Port wiring:
Scale bar: 20 um.
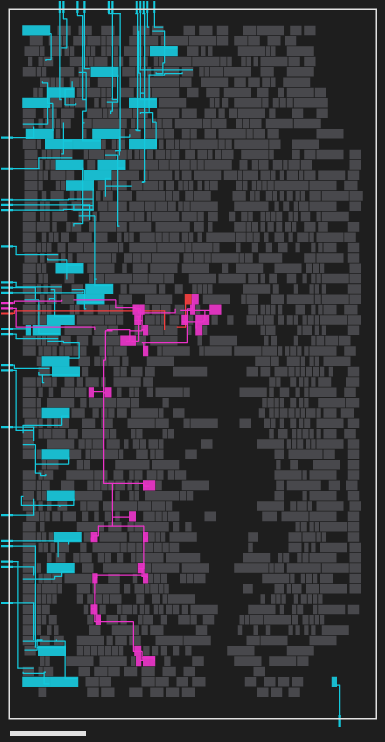
Drive-strength map:
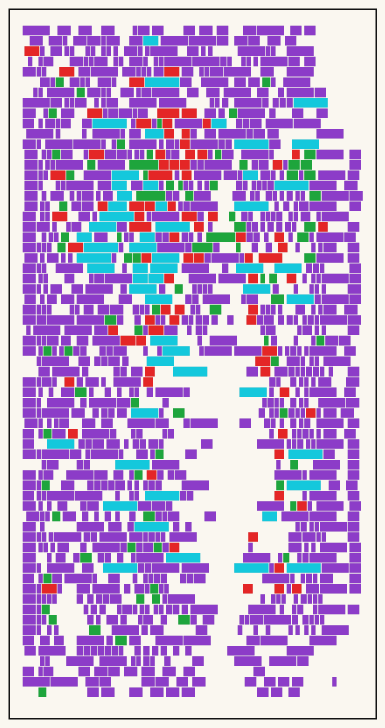
Wiring by layer:
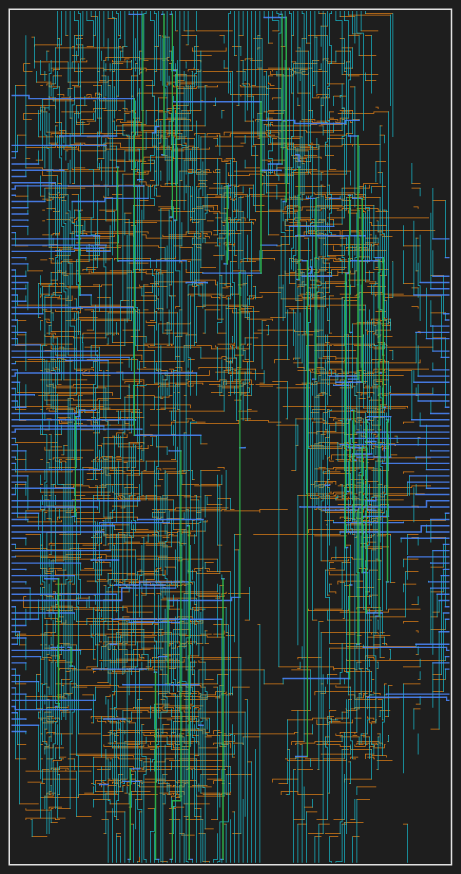
Placed standard cells:
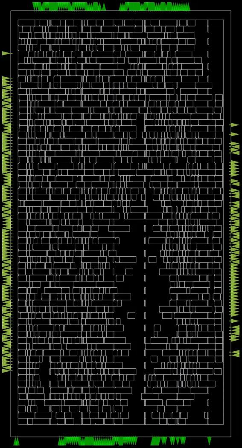
`src/rtl/mem_arbiter.sv`:
```
// mem_arbiter
// Shares one block-RAM port between an instruction-fetch requester and a
// load/store requester. Only one access is in flight at a time.
// Arbitration is round-robin and the grant is a pure function of the two
// valids and the last grant. The block places store bytes on the RAM lanes
// and extracts, sign-extends or zero-extends load data (little-endian).
//
// Ports
//   clk, rst              : clock, synchronous active-high reset
//   if_req_valid/ready    : fetch request handshake, if_addr word address
//   if_resp_valid, if_rdata : one-cycle fetch response with the full word
//   d_req_valid/ready     : data request handshake with d_addr, d_we,
//                           d_size, d_signed and d_wdata
//   d_resp_valid, d_rdata, d_misaligned : one-cycle data response
//   mem_en/we/addr/din    : registered RAM controls
//   mem_dout              : RAM read data, valid READ_LATENCY cycles after
//                           the edge that samples mem_en
module mem_arbiter #(
    parameter int READ_LATENCY = 1
) (
    input  logic        clk,
    input  logic        rst,
    input  logic        if_req_valid,
    output logic        if_req_ready,
    input  logic [31:0] if_addr,
    output logic        if_resp_valid,
    output logic [31:0] if_rdata,
    input  logic        d_req_valid,
    output logic        d_req_ready,
    input  logic [31:0] d_addr,
    input  logic        d_we,
    input  logic [1:0]  d_size,
    input  logic        d_signed,
    input  logic [31:0] d_wdata,
    output logic        d_resp_valid,
    output logic [31:0] d_rdata,
    output logic        d_misaligned,
    output logic        mem_en,
    output logic [3:0]  mem_we,
    output logic [31:0] mem_addr,
    output logic [31:0] mem_din,
    input  logic [31:0] mem_dout
);
    localparam logic [1:0] S_IDLE  = 2'd0;
    localparam logic [1:0] S_ISSUE = 2'd1;
    localparam logic [1:0] S_WAIT  = 2'd2;

    localparam logic GNT_IF = 1'b0;
    localparam logic GNT_D  = 1'b1;

    localparam logic [2:0] LAST_WAIT = 3'(READ_LATENCY - 1);

    logic [1:0]  state_q, state_d;
    logic        last_grant_q, last_grant_d;
    logic [2:0]  wait_cnt_q, wait_cnt_d;
    logic        cur_data_q, cur_data_d;     // 1 = data transaction in flight
    logic        cur_we_q, cur_we_d;
    logic [1:0]  cur_off_q, cur_off_d;
    logic [1:0]  cur_size_q, cur_size_d;
    logic        cur_signed_q, cur_signed_d;
    logic        mem_en_q, mem_en_d;
    logic [3:0]  mem_we_q, mem_we_d;
    logic [31:0] mem_addr_q, mem_addr_d;
    logic [31:0] mem_din_q, mem_din_d;
    logic        if_resp_q, if_resp_d;
    logic [31:0] if_rdata_q, if_rdata_d;
    logic        d_resp_q, d_resp_d;
    logic [31:0] d_rdata_q, d_rdata_d;
    logic        d_mis_q, d_mis_d;

    // Fetch addresses are word aligned by contract; the low bits are dropped.
    logic unused_if_low;
    assign unused_if_low = ^if_addr[1:0];

    // Grant: a lone requester wins; on a tie the one not granted last wins.
    logic idle, pick_if, pick_d, if_acc, d_acc;
    assign idle    = (state_q == S_IDLE) && !rst;
    assign pick_if = if_req_valid && (!d_req_valid || last_grant_q == GNT_D);
    assign pick_d  = d_req_valid && (!if_req_valid || last_grant_q == GNT_IF);
    assign if_req_ready = idle && pick_if;
    assign d_req_ready  = idle && pick_d;
    assign if_acc = if_req_valid && if_req_ready;
    assign d_acc  = d_req_valid && d_req_ready;

    logic misaligned;
    always_comb begin
        case (d_size)
            2'b00:   misaligned = 1'b0;
            2'b01:   misaligned = d_addr[0];
            2'b10:   misaligned = |d_addr[1:0];
            default: misaligned = 1'b1;
        endcase
    end

    // Store lane placement: data is replicated so the RAM only needs the
    // byte enables to select the target lanes.
    logic [3:0]  st_we;
    logic [31:0] st_din;
    always_comb begin
        case (d_size)
            2'b00: begin
                st_we  = 4'b0001 << d_addr[1:0];
                st_din = {4{d_wdata[7:0]}};
            end
            2'b01: begin
                st_we  = d_addr[1] ? 4'b1100 : 4'b0011;
                st_din = {2{d_wdata[15:0]}};
            end
            default: begin
                st_we  = 4'b1111;
                st_din = d_wdata;
            end
        endcase
    end

    // Load extraction: halves are aligned, so shifting by the byte offset
    // brings either a byte or a half down to bit 0.
    logic [31:0] ld_shift, ld_val;
    assign ld_shift = mem_dout >> {cur_off_q, 3'b000};
    always_comb begin
        case (cur_size_q)
            2'b00:   ld_val = cur_signed_q ? {{24{ld_shift[7]}}, ld_shift[7:0]}
                                           : {24'd0, ld_shift[7:0]};
            2'b01:   ld_val = cur_signed_q ? {{16{ld_shift[15]}}, ld_shift[15:0]}
                                           : {16'd0, ld_shift[15:0]};
            default: ld_val = mem_dout;
        endcase
    end

    always_comb begin
        state_d      = state_q;
        last_grant_d = last_grant_q;
        wait_cnt_d   = wait_cnt_q;
        cur_data_d   = cur_data_q;
        cur_we_d     = cur_we_q;
        cur_off_d    = cur_off_q;
        cur_size_d   = cur_size_q;
        cur_signed_d = cur_signed_q;
        mem_en_d     = 1'b0;
        mem_we_d     = 4'b0000;
        mem_addr_d   = mem_addr_q;
        mem_din_d    = mem_din_q;
        if_resp_d    = 1'b0;
        if_rdata_d   = 32'd0;
        d_resp_d     = 1'b0;
        d_rdata_d    = 32'd0;
        d_mis_d      = 1'b0;
        case (state_q)
            S_IDLE: begin
                if (if_acc) begin
                    last_grant_d = GNT_IF;
                    state_d      = S_ISSUE;
                    mem_en_d     = 1'b1;
                    mem_addr_d   = {if_addr[31:2], 2'b00};
                    mem_din_d    = 32'd0;
                    cur_data_d   = 1'b0;
                    cur_we_d     = 1'b0;
                end else if (d_acc) begin
                    last_grant_d = GNT_D;
                    if (misaligned) begin
                        // Rejected without touching the RAM; stay in IDLE.
                        d_resp_d = 1'b1;
                        d_mis_d  = 1'b1;
                    end else begin
                        state_d      = S_ISSUE;
                        mem_en_d     = 1'b1;
                        mem_addr_d   = {d_addr[31:2], 2'b00};
                        mem_we_d     = d_we ? st_we : 4'b0000;
                        mem_din_d    = d_we ? st_din : 32'd0;
                        cur_data_d   = 1'b1;
                        cur_we_d     = d_we;
                        cur_off_d    = d_addr[1:0];
                        cur_size_d   = d_size;
                        cur_signed_d = d_signed;
                    end
                end
            end
            S_ISSUE: begin
                if (cur_data_q && cur_we_q) begin
                    state_d  = S_IDLE;
                    d_resp_d = 1'b1;
                end else begin
                    state_d    = S_WAIT;
                    wait_cnt_d = 3'd0;
                end
            end
            S_WAIT: begin
                if (wait_cnt_q == LAST_WAIT) begin
                    state_d    = S_IDLE;
                    wait_cnt_d = 3'd0;
                    if (cur_data_q) begin
                        d_resp_d  = 1'b1;
                        d_rdata_d = ld_val;
                    end else begin
                        if_resp_d  = 1'b1;
                        if_rdata_d = mem_dout;
                    end
                end else begin
                    wait_cnt_d = wait_cnt_q + 3'd1;
                end
            end
            default: state_d = S_IDLE;
        endcase
    end

    always_ff @(posedge clk) begin
        if (rst) begin
            state_q      <= S_IDLE;
            last_grant_q <= GNT_D;
            wait_cnt_q   <= 3'd0;
            cur_data_q   <= 1'b0;
            cur_we_q     <= 1'b0;
            cur_off_q    <= 2'd0;
            cur_size_q   <= 2'd0;
            cur_signed_q <= 1'b0;
            mem_en_q     <= 1'b0;
            mem_we_q     <= 4'd0;
            mem_addr_q   <= 32'd0;
            mem_din_q    <= 32'd0;
            if_resp_q    <= 1'b0;
            if_rdata_q   <= 32'd0;
            d_resp_q     <= 1'b0;
            d_rdata_q    <= 32'd0;
            d_mis_q      <= 1'b0;
        end else begin
            state_q      <= state_d;
            last_grant_q <= last_grant_d;
            wait_cnt_q   <= wait_cnt_d;
            cur_data_q   <= cur_data_d;
            cur_we_q     <= cur_we_d;
            cur_off_q    <= cur_off_d;
            cur_size_q   <= cur_size_d;
            cur_signed_q <= cur_signed_d;
            mem_en_q     <= mem_en_d;
            mem_we_q     <= mem_we_d;
            mem_addr_q   <= mem_addr_d;
            mem_din_q    <= mem_din_d;
            if_resp_q    <= if_resp_d;
            if_rdata_q   <= if_rdata_d;
            d_resp_q     <= d_resp_d;
            d_rdata_q    <= d_rdata_d;
            d_mis_q      <= d_mis_d;
        end
    end

    assign mem_en        = mem_en_q;
    assign mem_we        = mem_we_q;
    assign mem_addr      = mem_addr_q;
    assign mem_din       = mem_din_q;
    assign if_resp_valid = if_resp_q;
    assign if_rdata      = if_rdata_q;
    assign d_resp_valid  = d_resp_q;
    assign d_rdata       = d_rdata_q;
    assign d_misaligned  = d_mis_q;
endmodule

```
`config.mk`:
```
export PLATFORM = sky130hd
export DESIGN_NAME = mem_arbiter
export DESIGN_NICKNAME = d
export VERILOG_FILES = /design/src/rtl/mem_arbiter.sv
export SDC_FILE = /design/constraint.sdc
export NUM_CORES = 1
export LEC_CHECK = 0
export ABC_AREA = 1
export CAP_MARGIN = 0
export CORE_ASPECT_RATIO = 2
export CORE_MARGIN = 3
export CORE_UTILIZATION = 41
export CTS_CLUSTER_DIAMETER = 200
export DETAILED_ROUTE_END_ITERATION = 8
export GPL_ROUTABILITY_DRIVEN = 0
export PLACE_DENSITY = 0.76
export SETUP_SLACK_MARGIN = 0.1
export SYNTH_ARGS = -nofsm -noshare
export SYNTH_HDL_FRONTEND = slang
export SYNTH_SLANG_ARGS = --single-unit
export TNS_END_PERCENT = 30
```
`constraint.sdc`:
```
create_clock -name clk -period 1.4 [get_ports clk]
set_input_delay 0.14 -clock clk [delete_from_list [all_inputs] [get_ports clk]]
set_output_delay 0.14 -clock clk [all_outputs]
set_load 0.01 [all_outputs]
```
==> impl_table.tex <==
% Auto-generated results table
\begin{tabular}{lr}
\hline
Metric & Value \\
\hline
\multicolumn{2}{l}{\textbf{Pwr}} \\
Static Leakage & 5.39 nW \\
Power consumed by combinational cells & 2.22 mW \\
Largest Pwr Group & registers \\
Clock network power consumption & 4.09 mW \\
\multicolumn{2}{l}{\textbf{Setup path}} \\
Buffers plus inverters on the worst setup path & 4 \\
Worst setup path startpoint & state\_q[1] \\
Delay-heaviest family, CP & simple AND/OR/NAND/NOR gates \\
Worst Setup Start Kind & register \\
Number of cells on the worst reg-to-reg path & 10 \\
Slowest CP cell & dfxtp\_2 \\
Data arrival time of the worst path & 1820 ps \\
Kind of critical path & reg2reg \\
\multicolumn{2}{l}{\textbf{Die}} \\
Tapcells & 201 \\
Die H & 186 um \\
Die X & 96.1 um \\
Die footprint & 17900 um\^{}2 \\
\multicolumn{2}{l}{\textbf{Clocking}} \\
Number of buffers inserted during clock tree synthesis & 17 \\
Number of hold-repair buffers added at the cts stage & 0 \\
Clk ins delay skew pair & 430 ps \\
\multicolumn{2}{l}{\textbf{Final timing}} \\
Post-layout period usage & 107\% \\
Relative slew margins & 66.3\% \\
Total setup violations reported at the end of the flow & 76 \\
Post-route setup TNS & -2790 ps \\
FMAX & 668 MHz \\
Hold violation count in the final report & 0 \\
Final worst hold slack & 269 ps \\
Post-route setup slack & -96.7 ps \\
Shortest period the worst path allows & 1500 ps \\
Clk\_skew & 9.33 ps \\
\multicolumn{2}{l}{\textbf{Min path}} \\
Worst hold path startpoint & mem\_dout[2] \\
Class of the worst hold path & in2reg \\
\multicolumn{2}{l}{\textbf{Outcome}} \\
Violated checks & setup timing \\
Status & finished with violations \\
\multicolumn{2}{l}{\textbf{Final layout}} \\
Ratio of cells with drive above 1 in the final layout & 17.2\% \\
Non-clock buffer share & 31.5\% \\
Top logic cell by instance count in the layout & nand2\_1 \\
Commonest non-fill, non-tap cells in the layout & 236 x nand2\_1, 144 x dfxtp\_1, 134 x dlygate4sd2\_1 \\
Flop Count & 147 \\
Multi-input logic area & 3310 um\^{}2 \\
Number of clock buffers in the layout & 21 \\
Count of inverters not on the clock network in the layout & 82 \\
Share of the core filled with cells in the final layout & 67.8\% \\
\multicolumn{2}{l}{\textbf{Synthesis}} \\
Synthesized-area fraction occupied by xor and xnor cells & 0\% \\
Ranking of synthesized cells by area & dfxtp\_1 44\%, nand2\_1 14\%, nand3\_1 7.1\%, nor2\_1 6.9\%, a21oi\_1 4.9\% \\
Average cell area after synthesis & 7.14 um\^{}2 \\
Area share of the leading cell type in the synthesized netlist & 44.2\% \\
Post-synthesis chip area from yosys & 6660 um\^{}2 \\
Dominant cell by count in the synthesized netlist & nand2\_1 \\
Compound-Gate Fraction of Synth Area & 10.3\% \\
Yosys synthesis warning count & 0 \\
Area fraction in full adders, half adders and majority gates & 0.376\% \\
Number of cells in the yosys synthesis report & 933 \\
Async S/R FF share, synth & 0\% \\
\multicolumn{2}{l}{\textbf{Drt}} \\
DRC violations left & 0 \\
Routed WL per cell & 16.4 um \\
\hline
\end{tabular}
Back to the opening pictures, 'port wiring':
red -> `d_signed`  # bits 1, direction input, edge west, end cells 1, wire 55.3 um
cyan -> `mem_addr`  # bits 32, direction output, edge 20 west, 11 north, 1 south, end cells 32, wire 1110 um
magenta -> `d_size`  # bits 2, direction input, edge west, end cells 29, wire 315 um
number of input and output port buffers inserted: 269
I/O pins: 274

Back to the opening pictures, 'drive-strength map':
green -> drive 2  # cells 80
cyan -> drive 6 and up  # cells 55
red -> drive 3 to 4  # cells 80
purple -> drive 1 or less  # cells 1035
Design Area, Final: 10800 um^2
count of plain and timing-repair buffers in the layout: 346
post-synthesis to final-layout area growth: 61.4%
post-route setup slack: -96.7 ps

Back to the opening pictures, 'wiring by layer':
orange -> met1  # wire length 7510 um
cyan -> met2  # wire length 13200 um
blue -> met3  # wire length 1730 um
green -> met4  # wire length 1470 um
Global Route Usage Sum: 25.7%
post-detailed-routing wire length: 23900 um
via count: 7280

Back to the opening pictures, 'placed standard cells':
final-layout fill cell count: 1339
count of placed standard cells in the final layout, fillers left out: 1453
Placement Rows: 65
flop share of the area: 27.4%

[how the worst max path moves through the flow]
stage / to / slack (ps) / depth (start not counted)
2_1_floorplan: d_rdata[3] / 130 / 9
3_3_place_gp: mem_addr[13] / -310 / 8
3_5_place_dp: mem_addr[13] / -370 / 8
4_1_cts: if_rdata[29] / -50 / 9
5_1_grt: mem_addr[25] / -150 / 10
6_report: mem_addr[25] / -100 / 10
[per-layer routing]
layer  vias up  part of all wire, %  global-route usage (%)  wire [um]
met5         -                    0                       0          0
met4         0                  6.2                    16.9       1470
met3        80                  7.3                    7.37       1730
met2       331                   55                    47.8      13200
met1      3312                   31                    23.1       7510
li1       3557                    -                       -          -
Power and IR drop assume default switching activity.
